File: src/rtl/alu_seq.sv
`default_nettype none
// ============================================================================
// Module   : alu_seq
// Purpose  : Handshaked sequential 8-op ALU. Single-cycle ops register their
//            result on accept; DIV/MOD run an N-iteration restoring divider.
//            Optional macro ALU_FLAGS_EN adds registered zero/carry/div-by-zero
//            flag outputs.
// Revision : 1.0 - initial release
// ============================================================================
module alu_seq #(
    parameter int N = 4
) (
    input  logic           clk,
    input  logic           rst_n,
    input  logic           in_valid,
    output logic           in_ready,
    input  logic [N-1:0]   x,
    input  logic [N-1:0]   y,
    input  logic [2:0]     sel,
    output logic           out_valid,
    input  logic           out_ready,
    output logic [2*N-1:0] out
`ifdef ALU_FLAGS_EN
    ,
    output logic           flag_zero,
    output logic           flag_carry,
    output logic           flag_dz
`endif
);

    localparam int c_CW = (N > 1) ? $clog2(N) : 1;
    localparam logic [c_CW-1:0] c_CNT_INIT = c_CW'(N - 1);

    localparam logic [1:0] S_IDLE = 2'd0;
    localparam logic [1:0] S_BUSY = 2'd1;
    localparam logic [1:0] S_DONE = 2'd2;

    localparam logic [2:0] c_OP_ADD = 3'b000;
    localparam logic [2:0] c_OP_SUB = 3'b001;
    localparam logic [2:0] c_OP_MUL = 3'b010;
    localparam logic [2:0] c_OP_DIV = 3'b011;
    localparam logic [2:0] c_OP_XOR = 3'b100;
    localparam logic [2:0] c_OP_MOD = 3'b101;
    localparam logic [2:0] c_OP_SHL = 3'b110;
    localparam logic [2:0] c_OP_SHR = 3'b111;

    logic [1:0]      r_state;
    logic [1:0]      w_state_next;
    logic [2*N-1:0]  r_out;
    logic [N:0]      r_rem;
    logic [N-1:0]    r_quo;
    logic [N-1:0]    r_div_y;
    logic            r_is_mod;
    logic [c_CW-1:0] r_cnt;

    logic            w_accept;
    logic            w_is_div;
    logic [2*N-1:0]  w_xe;
    logic [2*N-1:0]  w_ye;
    logic [2*N-1:0]  w_alu;
    logic            w_carry;
    logic [N+1:0]    w_shift;
    logic [N+1:0]    w_diff;
    logic            w_ge;
    logic [N:0]      w_rem_next;
    logic [N-1:0]    w_quo_next;
    logic [2*N-1:0]  w_div_res;

    assign in_ready  = (r_state == S_IDLE);
    assign out_valid = (r_state == S_DONE);
    assign out       = r_out;

    assign w_accept = in_valid & in_ready;
    assign w_is_div = (sel == c_OP_DIV) || (sel == c_OP_MOD);
    assign w_xe     = {{N{1'b0}}, x};
    assign w_ye     = {{N{1'b0}}, y};

    // Single-cycle result and carry flag, evaluated from the live operands
    always_comb begin
        w_alu   = '0;
        w_carry = 1'b0;
        case (sel)
            c_OP_ADD: begin
                w_alu   = w_xe + w_ye;
                w_carry = w_alu[N];
            end
            c_OP_SUB: begin
                w_alu   = w_xe - w_ye;
                w_carry = (x < y);
            end
            c_OP_MUL: w_alu = w_xe * w_ye;
            c_OP_XOR: w_alu = w_xe ^ w_ye;
            c_OP_SHL: begin
                w_alu   = w_xe << 1;
                w_carry = x[N-1];
            end
            c_OP_SHR: w_alu = w_xe >> 1;
            default:  w_alu = '0;
        endcase
    end

    // One restoring-division step: shift {rem,quo} left, trial-subtract divisor.
    // A zero divisor always succeeds, giving quotient all-ones and remainder x.
    assign w_shift    = {r_rem, r_quo[N-1]};
    assign w_diff     = w_shift - {2'b00, r_div_y};
    assign w_ge       = ~w_diff[N+1];
    assign w_rem_next = w_ge ? w_diff[N:0] : w_shift[N:0];
    assign w_quo_next = {r_quo[N-2:0], w_ge};
    assign w_div_res  = r_is_mod ? {{N{1'b0}}, w_rem_next[N-1:0]}
                                 : {{N{1'b0}}, w_quo_next};

    // Next-state logic for the IDLE/BUSY/DONE handshake sequence
    always_comb begin
        w_state_next = r_state;
        case (r_state)
            S_IDLE: if (w_accept) w_state_next = w_is_div ? S_BUSY : S_DONE;
            S_BUSY: if (r_cnt == '0) w_state_next = S_DONE;
            S_DONE: if (out_ready) w_state_next = S_IDLE;
            default: w_state_next = S_IDLE;
        endcase
    end

    // State register
    always_ff @(posedge clk or negedge rst_n) begin
        if (!rst_n) r_state <= S_IDLE;
        else        r_state <= w_state_next;
    end

`ifdef ALU_FLAGS_EN
    logic r_flag_zero;
    logic r_flag_carry;
    logic r_flag_dz;

    assign flag_zero  = r_flag_zero;
    assign flag_carry = r_flag_carry;
    assign flag_dz    = r_flag_dz;

    // Flags are loaded on the same edges that load out
    always_ff @(posedge clk or negedge rst_n) begin
        if (!rst_n) begin
            r_flag_zero  <= 1'b0;
            r_flag_carry <= 1'b0;
            r_flag_dz    <= 1'b0;
        end else if (r_state == S_IDLE && w_accept && !w_is_div) begin
            r_flag_zero  <= (w_alu == '0);
            r_flag_carry <= w_carry;
            r_flag_dz    <= 1'b0;
        end else if (r_state == S_BUSY && r_cnt == '0) begin
            r_flag_zero  <= (w_div_res == '0);
            r_flag_carry <= 1'b0;
            r_flag_dz    <= (r_div_y == '0);
        end
    end
`else
    logic w_carry_unused;
    assign w_carry_unused = w_carry;
`endif

    // Datapath: result register and divider working registers
    always_ff @(posedge clk or negedge rst_n) begin
        if (!rst_n) begin
            r_out    <= '0;
            r_rem    <= '0;
            r_quo    <= '0;
            r_div_y  <= '0;
            r_is_mod <= 1'b0;
            r_cnt    <= '0;
        end else begin
            case (r_state)
                S_IDLE: begin
                    if (w_accept) begin
                        if (w_is_div) begin
                            r_rem    <= '0;
                            r_quo    <= x;
                            r_div_y  <= y;
                            r_is_mod <= (sel == c_OP_MOD);
                            r_cnt    <= c_CNT_INIT;
                        end else begin
                            r_out <= w_alu;
                        end
                    end
                end
                S_BUSY: begin
                    r_rem <= w_rem_next;
                    r_quo <= w_quo_next;
                    if (r_cnt == '0) r_out <= w_div_res;
                    else             r_cnt <= r_cnt - 1'b1;
                end
                default: ;
            endcase
        end
    end

endmodule
`default_nettype wire

File: config.mk
export PLATFORM = sky130hd
export DESIGN_NAME = alu_seq
export DESIGN_NICKNAME = d
export VERILOG_FILES = /design/src/rtl/alu_seq.sv
export SDC_FILE = /design/constraint.sdc
export NUM_CORES = 1
export LEC_CHECK = 0
export CORE_MARGIN = 3
export CORE_UTILIZATION = 35
export DETAILED_ROUTE_END_ITERATION = 6
export PLACE_DENSITY_LB_ADDON = 0.2
export SLEW_MARGIN = 20
export SYNTH_ARGS = -nofsm -noshare
export SYNTH_HDL_FRONTEND = slang
export SYNTH_SLANG_ARGS = --single-unit
File: constraint.sdc
create_clock -name clk -period 2.7 [get_ports clk]
set_clock_uncertainty 0.2 [all_clocks]
set_input_delay 0.54 -clock clk [delete_from_list [all_inputs] [get_ports clk]]
set_output_delay 0.54 -clock clk [all_outputs]
set_load 0.1 [all_outputs]
==> images/gates.png <==
Drawn at 4 px/micron.
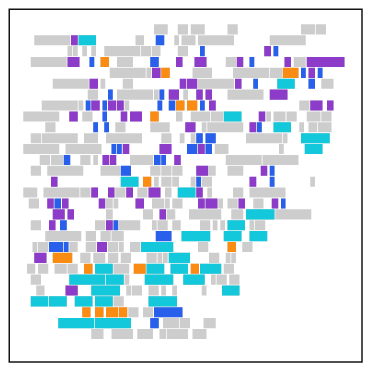
legend:
  blue:
    family: nand cells
    cells: 43
  purple:
    family: aoi and oai cells
    cells: 61
  orange:
    family: and/or cells
    cells: 16
  cyan:
    family: fa/ha/maj cells
    cells: 32

==> images/pinout.png <==
Drawn at 4 px/micron. Pins as bars across the die edge, other pins in grey.
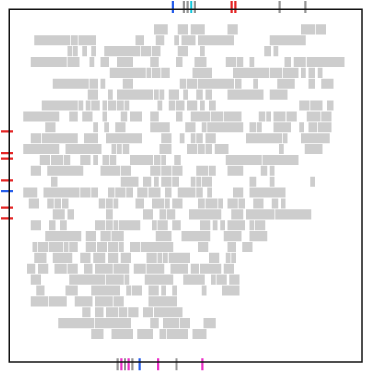
legend:
  cyan:
    port: out_valid
    pins: 1
    direction: output
    edge: north
  blue:
    port: sel
    pins: 3
    direction: input
    edge: 1 north, 1 west, 1 south
  red:
    port: out
    pins: 8
    direction: output
    edge: 6 west, 2 north
  magenta:
    port: y
    pins: 4
    direction: input
    edge: south
all pins by edge: 9 north, 9 south, 7 west
Die Y: 87.81 microns
chip width: 87.81 microns
Port Buffers: 24

==> images/clock_wires.png <==
Drawn at 6 px/micron.
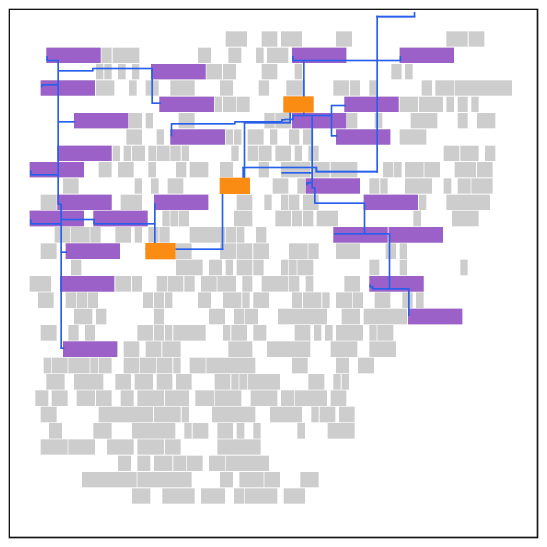
legend:
  purple:
    item: flip-flops
    count: 26
  orange:
    item: clock-net drivers
    count: 3
  blue:
    item: clock wires
    length: 364 microns
routed clock nets: 4

==> qor.csv <==
stage,metric,value,unit
outcome,status,"complete, but fails checks",
outcome,failing checks,negative setup slack,
routing,metal1 wirelength,2927,microns
synth,Dominant Register Cell,dfrtp_1,
setup_path,Most Frequent Cell on Critical Path,fa_1,
setup_path,Worst Path Required,2710,ps
grt,vias in the first global route,2120,
final_layout,Final Cell Area,3104,sq um
cts,Root Driver,clkbuf_8,
synth,Post-Syn Area,2342,sq um
routing,vias,2143,
setup_path,CP Depth,12,
setup_path,"Slowest-stage cell, CP",fa_1,
cts,PostCTS Resize Cnt,52,
routing,DR WL met3,216,microns
final_layout,area growth from synthesis to final layout,32.53,%
setup_path,crit start category,primary input,
final_timing,endpoints failing setup,5,
final_layout,layout net count,383,
floorplan,I/O pin count,25,
cts,Num Clock Sinks,26,
synth,ao+oa area frac,21.05,%
power_and_ir_drop,power per cell area,914.5,nW/um^2
power_and_ir_drop,cell leakage power,0.001486,uW
power_and_ir_drop,P_sw,1451,uW
final_layout,n_diodes,0,
placement,RD Place Congestion,0.8564,
floorplan,fp_density,36.47,%
synth,"Simple Share, Synth",20.89,%
worst_hold_path,worst hold stages,1,
final_timing,setup ws final,-377.2,ps
setup_path,FF-to-FF path depth,7,
routing,met2 WL,2688,microns
grt,grt peak-use layer,met2,
setup_path,reg2reg end,out[1],
power_and_ir_drop,power of the sequential group,684,uW
placement,HPWL after detailed placement,4767,microns
setup_path,CP Max Fanout,2,
power_and_ir_drop,Reg power frac,24.1,%
routing,WL per Instance,14.27,microns
power_and_ir_drop,Int Power,1387,uW
power_and_ir_drop,combinational logic power,1900,uW
grt,GR Overflow Total,0,
final_timing,Pins Over Slew Limit,0,
synth,Mapped Cells,272,
final_timing,hold slack,268.2,ps
final_timing,max frequency,325.0,MHz
grt,Total GRT Usage,16.87,%
cts,Latency at later pin,280,ps
synth,sequential-to-total area share from yosys stat,27.78,%
worst_hold_path,HP Class,register to register,
grt,met1 usage,24.61,%
setup_path,data arrival time at the worst-slack endpoint,3090,ps
placement,Placed Instance Area,2932,sq um
grt,largest net degree at the start of global routing,27,
power_and_ir_drop,Power Clock,258,uW
synth,Cell Type Count,54,
flow_run,max cap viols,0,
worst_hold_path,Hold Crit Endpoint,r_cnt[0],
grt,first-pass GRT wire length,10350,microns
final_timing,Final Critical Period,3077,ps
setup_path,Critical Path End,out[7],
floorplan,# rows,29,
power_and_ir_drop,Sw Ratio,51.13,%
setup_path,"Cell Chain, Critical Path","buf_8, nand2_8, fa_1, inv_1, fa_1, ha_1, a21o_1, a22o_1, or4b_4, nand3_2, a21oi_2, o21ai_1",
synth,Syn. warnings,0,
routing,number of DRC markers after the initial detailed-route iteration,157,
routing,routed wire length,5879,microns
final_timing,RSZ-0062 raised after global routing,true,
flow_run,tool warning count,33,
power_and_ir_drop,Top power group,combinational logic,
routing,TritonRoute pass-1 iters,4,
routing,DR DRC count,0,
cts,Post-CTS Setup Inserts,2,
setup_path,Worst Setup SP,x[0],
==> per-stage QoR <==
stage / instances / power, uW / setup WS, ps / util [%] / setup TNS (ps)
CTS: 410 / 2854 / -505.1 / 47.69 / -1145
detailed placement: 405 / 2566 / -1226 / 45.65 / -6143
floorplan: 272 / 2074 / -495.1 / - / -1314
global route: 412 / 3083 / -466.2 / 48.33 / -1626
global placement: 405 / 2546 / -1191 / 45.65 / -6091
finish: 412 / 2839 / -377.2 / 48.33 / -972.5
==> layout make-up <==
type	instances	area [sq um]
clock buffers	4	55.05
fillers	621	3318
inverters	22	82.58
multi-input cells	215	1660
flip-flops and latches	26	650.6
well taps	77	96.34
repair buffers	68	559.3
==> registers in the layout, indices dropped and copies added (netlist names) <==
name	flops
out	8
r_state	2
r_div_y	4
r_is_mod	1
r_quo	4
r_cnt	2
r_rem	5
No activity file was given, so power comes from the tool's default toggle rates.
